$ cat src/rtl/awb_gain_gen_pkg.sv
// Shared definitions for the gray-world AWB gain generator.
package awb_gain_gen_pkg;

  localparam int          GAIN_W      = 16;
  localparam logic [1:0]  COLOR_RED   = 2'd0;
  localparam logic [1:0]  COLOR_GREEN = 2'd1;
  localparam logic [1:0]  COLOR_BLUE  = 2'd2;
  localparam logic [15:0] UNITY_GAIN  = 16'h0100;

  typedef enum logic [1:0] {
    ACCUM,
    DIV_R,
    DIV_B,
    UPDATE
  } awb_state_e;

endpackage

$ cat src/rtl/awb_gain_gen_div.sv
// Restoring divider, one quotient bit per cycle, MSB first.
// The start cycle already retires the first quotient bit, so a divide takes N cycles.
module awb_div #(
  parameter int N = 32,
  parameter int D = 24
) (
  input  logic         clk,
  input  logic         rst_n,
  input  logic         i_start,
  input  logic [N-1:0] i_dividend,
  input  logic [D-1:0] i_divisor,
  output logic         o_done,
  output logic [N-1:0] o_quotient,
  output logic         o_div_by_zero
);

  localparam int CW = $clog2(N + 1);

  logic [D-1:0]  r_rem;
  logic [N-1:0]  r_quo;
  logic [CW-1:0] r_cnt;
  logic          r_active;
  logic          r_done;
  logic          r_dz;

  logic [D-1:0]  w_rem_src;
  logic [N-1:0]  w_quo_src;
  logic [D:0]    w_shift;
  logic          w_ge;
  logic [D-1:0]  w_rem_nxt;
  logic [N-1:0]  w_quo_nxt;

  // The divisor is held steady by the caller for the whole divide.
  always_comb begin
    w_rem_src = i_start ? '0 : r_rem;
    w_quo_src = i_start ? i_dividend : r_quo;
    w_shift   = {w_rem_src, w_quo_src[N-1]};
    w_ge      = (w_shift >= {1'b0, i_divisor});
    w_rem_nxt = w_ge ? D'(w_shift - {1'b0, i_divisor}) : w_shift[D-1:0];
    w_quo_nxt = {w_quo_src[N-2:0], w_ge};
  end

  always_ff @(posedge clk or negedge rst_n) begin
    if (!rst_n) begin
      r_rem    <= '0;
      r_quo    <= '0;
      r_cnt    <= '0;
      r_active <= 1'b0;
      r_done   <= 1'b0;
      r_dz     <= 1'b0;
    end else if (i_start) begin
      r_rem    <= w_rem_nxt;
      r_quo    <= w_quo_nxt;
      r_cnt    <= CW'(N - 1);
      r_active <= 1'b1;
      r_done   <= 1'b0;
      r_dz     <= (i_divisor == '0);
    end else if (r_active) begin
      r_rem <= w_rem_nxt;
      r_quo <= w_quo_nxt;
      r_cnt <= r_cnt - CW'(1);
      if (r_cnt == CW'(1)) begin
        r_active <= 1'b0;
        r_done   <= 1'b1;
      end else begin
        r_done   <= 1'b0;
      end
    end else begin
      r_done <= 1'b0;
    end
  end

  assign o_done        = r_done;
  assign o_quotient    = r_quo;
  assign o_div_by_zero = r_dz;

endmodule

$ cat src/rtl/awb_gain_gen.sv
// Gray-world AWB gain generator: per-frame channel sums, then K_R = G/R and K_B = G/B in 8.8.
module awb_gain_gen
  import awb_gain_gen_pkg::*;
#(
  parameter int          ACC_W   = 24,
  parameter int          G_SHIFT = 1,
  parameter logic [15:0] K_MAX   = 16'h0FFF
) (
  input  logic              clk,
  input  logic              rst_n,
  input  logic              valid_i,
  input  logic [1:0]        color_i,
  input  logic [7:0]        value_i,
  input  logic              last_i,
  output logic [GAIN_W-1:0] K_R,
  output logic [GAIN_W-1:0] K_G,
  output logic [GAIN_W-1:0] K_B,
  output logic              valid_gain_o,
  output logic              busy_o,
  output logic              drop_o
);

  localparam int DW = ACC_W + 8;

  function automatic logic [ACC_W-1:0] sat_add(input logic [ACC_W-1:0] a, input logic [7:0] b);
    logic [ACC_W:0] s;
    s = {1'b0, a} + {{(ACC_W-7){1'b0}}, b};
    return s[ACC_W] ? {ACC_W{1'b1}} : s[ACC_W-1:0];
  endfunction

  function automatic logic [GAIN_W-1:0] clamp_gain(input logic [DW-1:0] q, input logic dz);
    if (dz)                 return UNITY_GAIN;
    else if (q > DW'(K_MAX)) return K_MAX;
    else                    return q[GAIN_W-1:0];
  endfunction

  logic             r_valid;
  logic [1:0]       r_color;
  logic [7:0]       r_value;
  logic             r_last;
  logic [ACC_W-1:0] r_acc_r, r_acc_g, r_acc_b;
  logic [ACC_W-1:0] r_snap_r, r_snap_g, r_snap_b;
  logic [GAIN_W-1:0] r_kr_calc, r_kb_calc;
  logic             r_drop;
  awb_state_e       r_state, w_state_nxt;

  logic [ACC_W-1:0] w_sum_r, w_sum_g, w_sum_b;
  logic             w_frame_end;
  logic             w_busy;
  logic             w_start, w_cap_r, w_cap_b, w_upd;
  logic [ACC_W-1:0] w_g_src;
  logic [ACC_W-1:0] w_divisor;
  logic [DW-1:0]    w_dividend;
  logic             w_div_done;
  logic [DW-1:0]    w_quotient;
  logic             w_div_dz;

  // Sums include the current registered pixel so the frame-end pixel lands in the snapshot.
  always_comb begin
    w_sum_r = (r_valid && r_color == COLOR_RED)   ? sat_add(r_acc_r, r_value) : r_acc_r;
    w_sum_g = (r_valid && r_color == COLOR_GREEN) ? sat_add(r_acc_g, r_value) : r_acc_g;
    w_sum_b = (r_valid && r_color == COLOR_BLUE)  ? sat_add(r_acc_b, r_value) : r_acc_b;
  end

  assign w_frame_end = r_valid & r_last;
  assign w_busy      = (r_state != ACCUM);

  always_comb begin
    w_state_nxt = r_state;
    w_start     = 1'b0;
    w_cap_r     = 1'b0;
    w_cap_b     = 1'b0;
    w_upd       = 1'b0;
    case (r_state)
      ACCUM: if (w_frame_end) begin
        w_start     = 1'b1;
        w_state_nxt = DIV_R;
      end
      DIV_R: if (w_div_done) begin
        w_cap_r     = 1'b1;
        w_start     = 1'b1;
        w_state_nxt = DIV_B;
      end
      DIV_B: if (w_div_done) begin
        w_cap_b     = 1'b1;
        w_state_nxt = UPDATE;
      end
      UPDATE: begin
        w_upd       = 1'b1;
        w_state_nxt = ACCUM;
      end
      default: w_state_nxt = ACCUM;
    endcase
  end

  // Red starts on the frame-end cycle itself, before the snapshot registers have loaded.
  always_comb begin
    w_g_src    = (r_state == ACCUM) ? w_sum_g : r_snap_g;
    w_dividend = {w_g_src >> G_SHIFT, 8'h00};
    if (w_start) w_divisor = (r_state == ACCUM) ? w_sum_r : r_snap_b;
    else         w_divisor = (r_state == DIV_R) ? r_snap_r : r_snap_b;
  end

  awb_div #(.N(DW), .D(ACC_W)) u_div (
    .clk           (clk),
    .rst_n         (rst_n),
    .i_start       (w_start),
    .i_dividend    (w_dividend),
    .i_divisor     (w_divisor),
    .o_done        (w_div_done),
    .o_quotient    (w_quotient),
    .o_div_by_zero (w_div_dz)
  );

  always_ff @(posedge clk or negedge rst_n) begin
    if (!rst_n) begin
      r_valid      <= 1'b0;
      r_color      <= '0;
      r_value      <= '0;
      r_last       <= 1'b0;
      r_acc_r      <= '0;
      r_acc_g      <= '0;
      r_acc_b      <= '0;
      r_snap_r     <= '0;
      r_snap_g     <= '0;
      r_snap_b     <= '0;
      r_kr_calc    <= UNITY_GAIN;
      r_kb_calc    <= UNITY_GAIN;
      r_drop       <= 1'b0;
      r_state      <= ACCUM;
      K_R          <= UNITY_GAIN;
      K_B          <= UNITY_GAIN;
      valid_gain_o <= 1'b0;
    end else begin
      r_valid <= valid_i;
      r_color <= color_i;
      r_value <= value_i;
      r_last  <= last_i;
      r_state <= w_state_nxt;
      r_drop  <= w_frame_end & w_busy;
      if (w_frame_end) begin
        r_acc_r <= '0;
        r_acc_g <= '0;
        r_acc_b <= '0;
      end else begin
        r_acc_r <= w_sum_r;
        r_acc_g <= w_sum_g;
        r_acc_b <= w_sum_b;
      end
      if (w_frame_end && !w_busy) begin
        r_snap_r <= w_sum_r;
        r_snap_g <= w_sum_g;
        r_snap_b <= w_sum_b;
      end
      if (w_cap_r) r_kr_calc <= clamp_gain(w_quotient, w_div_dz);
      if (w_cap_b) r_kb_calc <= clamp_gain(w_quotient, w_div_dz);
      if (w_upd) begin
        K_R          <= r_kr_calc;
        K_B          <= r_kb_calc;
        valid_gain_o <= 1'b1;
      end
    end
  end

  assign K_G    = UNITY_GAIN;
  assign busy_o = w_busy;
  assign drop_o = r_drop;

endmodule

$ cat config.mk
export PLATFORM = sky130hd
export DESIGN_NAME = awb_gain_gen
export DESIGN_NICKNAME = d
export VERILOG_FILES = /design/src/rtl/awb_gain_gen_pkg.sv /design/src/rtl/awb_gain_gen_div.sv /design/src/rtl/awb_gain_gen.sv
export SDC_FILE = /design/constraint.sdc
export NUM_CORES = 1
export LEC_CHECK = 0
export CORE_AREA = 4 4 166 168
export CTS_BUF_LIST = sky130_fd_sc_hd__clkbuf_16
export DETAILED_ROUTE_END_ITERATION = 10
export DIE_AREA = 0 0 170 172
export PLACE_DENSITY = 0.78
export SLEW_MARGIN = 0
export SYNTH_ARGS = -nofsm -noshare
export SYNTH_HDL_FRONTEND = slang
export SYNTH_HIERARCHICAL = 1
export SYNTH_SLANG_ARGS = --single-unit
export TNS_END_PERCENT = 1
$ cat constraint.sdc
create_clock -name clk -period 10.6 [get_ports clk]
set_input_delay 2.12 -clock clk [delete_from_list [all_inputs] [get_ports clk]]
set_output_delay 2.12 -clock clk [all_outputs]
set_load 0.03 [all_outputs]
m3.png
Drawn at 2 px/µm. Cells faint in the background.
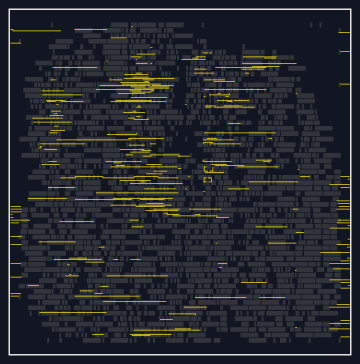
- longest straight run: 40.9 µm
- share of all routed wire: 6.6%
- main direction: horizontal
- wire length on this layer: 2360 µm
- nets with wire on the layer: 190
GR Layer Usage met3: 0.03384
total number of vias: 12.30k
final WL: 35910 µm

==> results.sh <==
# physical design summary
export IMPL_cp_slowest_cell="nand2_1"
export IMPL_worst_r2r_setup_slack_ns=3.90
export IMPL_status="completed"
export IMPL_regArea_um2=7213
export IMPL_peakVddDrop_mv=0.2072
export IMPL_top_cell="dfrtp_1"
export IMPL_io_pins=65
export IMPL_drt_iter0_drc=1117
export IMPL_clockBufferDepth=3
export IMPL_ys_cells=1653
export IMPL_syn_inst=1653
export IMPL_post_drt_wl_per_cell_um=17.74
export IMPL_regToRegStartpoint="r_state[1]$_DFFE_PN0P_"
export IMPL_fmax_mhz=149.4
export IMPL_power_density_nw_per_um2=302.2
export IMPL_synth_flops=288
export IMPL_tns_ns=0
export IMPL_finalCritPeriodShare=0.6317
export IMPL_drv_slew=0
export IMPL_synthArstFlopShare=1.000
export IMPL_pre_cts_slack_ns=3.909
export IMPL_clk_power_mw=1.05
export IMPL_setup_viol=0
export IMPL_timing_hold_ws_ns=0.4717
export IMPL_warnings=32
export IMPL_first_global_vias=11780
export IMPL_antenna_found_initial=0
export IMPL_top_power_group="combinational cells"
export IMPL_tightest_slew_ns=1.084
export IMPL_top_area_cell="dfrtp_1"
export IMPL_dr_wl_met3_um=2357
export IMPL_drcViolationCount=0
export IMPL_dr_wl_met2_um=16010
export IMPL_grt_busiest_layer="met2"
export IMPL_whs_endpoint="valid_gain_o$_DFFE_PN0N_"
export IMPL_synth_chip_area_um2=15520
export IMPL_nets=1737
export IMPL_clock_sinks=288
export IMPL_die_width_um=170
export IMPL_use_met1=0.3801
export IMPL_ys_flop_type="dfrtp_1"
export IMPL_relSlewSlack=0.2773
export IMPL_hold_path_depth=1
export IMPL_grt_pass1_wl_um=60560
export IMPL_rsz0062_at_grt="no"
class_map.png
Drawn at 3 px/µm.
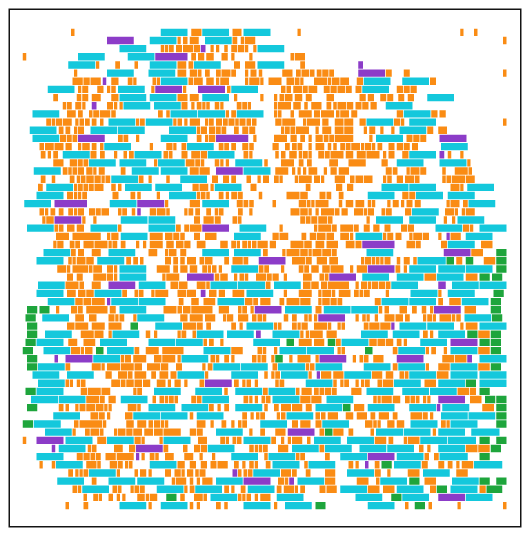
- purple: clock drivers and dummy loads (cells 56)
- orange: remaining logic cells (cells 1287)
- green: remaining buffers and delay cells (cells 58)
- cyan: registers (cells 288)
Seq/total area: 0.4216
cell row count: 59
Core Region: 25910 µm²
final instance area: 17110 µm²

## cell usage in the layout, fill, tap and decap left out, drive strengths merged, types with 10 or more instances in the layout
master         Yosys  final
and3              22     22
a31oi             28     28
a211oi            10     10
nand2b            10     10
xor2              18     18
clkbuf            69     31
nand3             23     23
nor2             138    138
o22ai             45     45
o21ai            180    180
clkdlybuf4s50      0     47
a21oi             83     83
inv               36     42
xnor2             36     36
nand2            214    214
a21o              20     20
o211ai            19     19
clkinv             1     15
o21bai            15     15
nand4             20     20
buf               32     11
o31ai             10     10
mux2i             47     47
dfrtp            284    284
mux2              33     33
nor4              18     18
nor2b             35     35
nor3              37     37
conb               2     25
and2              15     15
ha                54     54
## registers in the layout, indices dropped and copies added, names as in the netlist, 2 cells and up
signal,flops
K_R,16
r_acc_b,24
r_acc_g,24
u_div/o_quotient,32
r_state,2
r_snap_g,23
r_snap_b,24
r_value,8
r_kb_calc,16
u_div/r_rem,24
r_color,2
r_snap_r,24
K_B,16
r_acc_r,24
r_kr_calc,16
u_div/r_cnt,6
## critical path: cells and delay by family, from the launching register on
kind	cells	cell delay, ns
fa+ha+maj	2	0.61
mux	1	0.41
flops	1	0.37
buf+inv	2	0.15
simple gates	4	2.79
compound gates	8	2.27
## kinds of logic (layout without fill, tap and decap cells)
family	Yosys count	after routing	share of synthesized area
AOI/OAI and AO/OA	472	472	0.1917
xor gates and xnor gates	54	54	0.03046
adders and majority gates	58	58	0.04868
buffers and inverters	138	151	0.04013
DFF	288	288	0.4645
muxes	80	80	0.05424
other	2	25	0.0004837
and+or+nand+nor	561	561	0.1697
## final cells by class
type	count	share of cell area
clock buffers	31	0.04534
clock inverters	25	0.01251
inverters	37	0.008118
multi-input cells	1250	0.4552
flip-flops and latches	288	0.4216
well taps	335	0.02450
repair buffers	58	0.03276
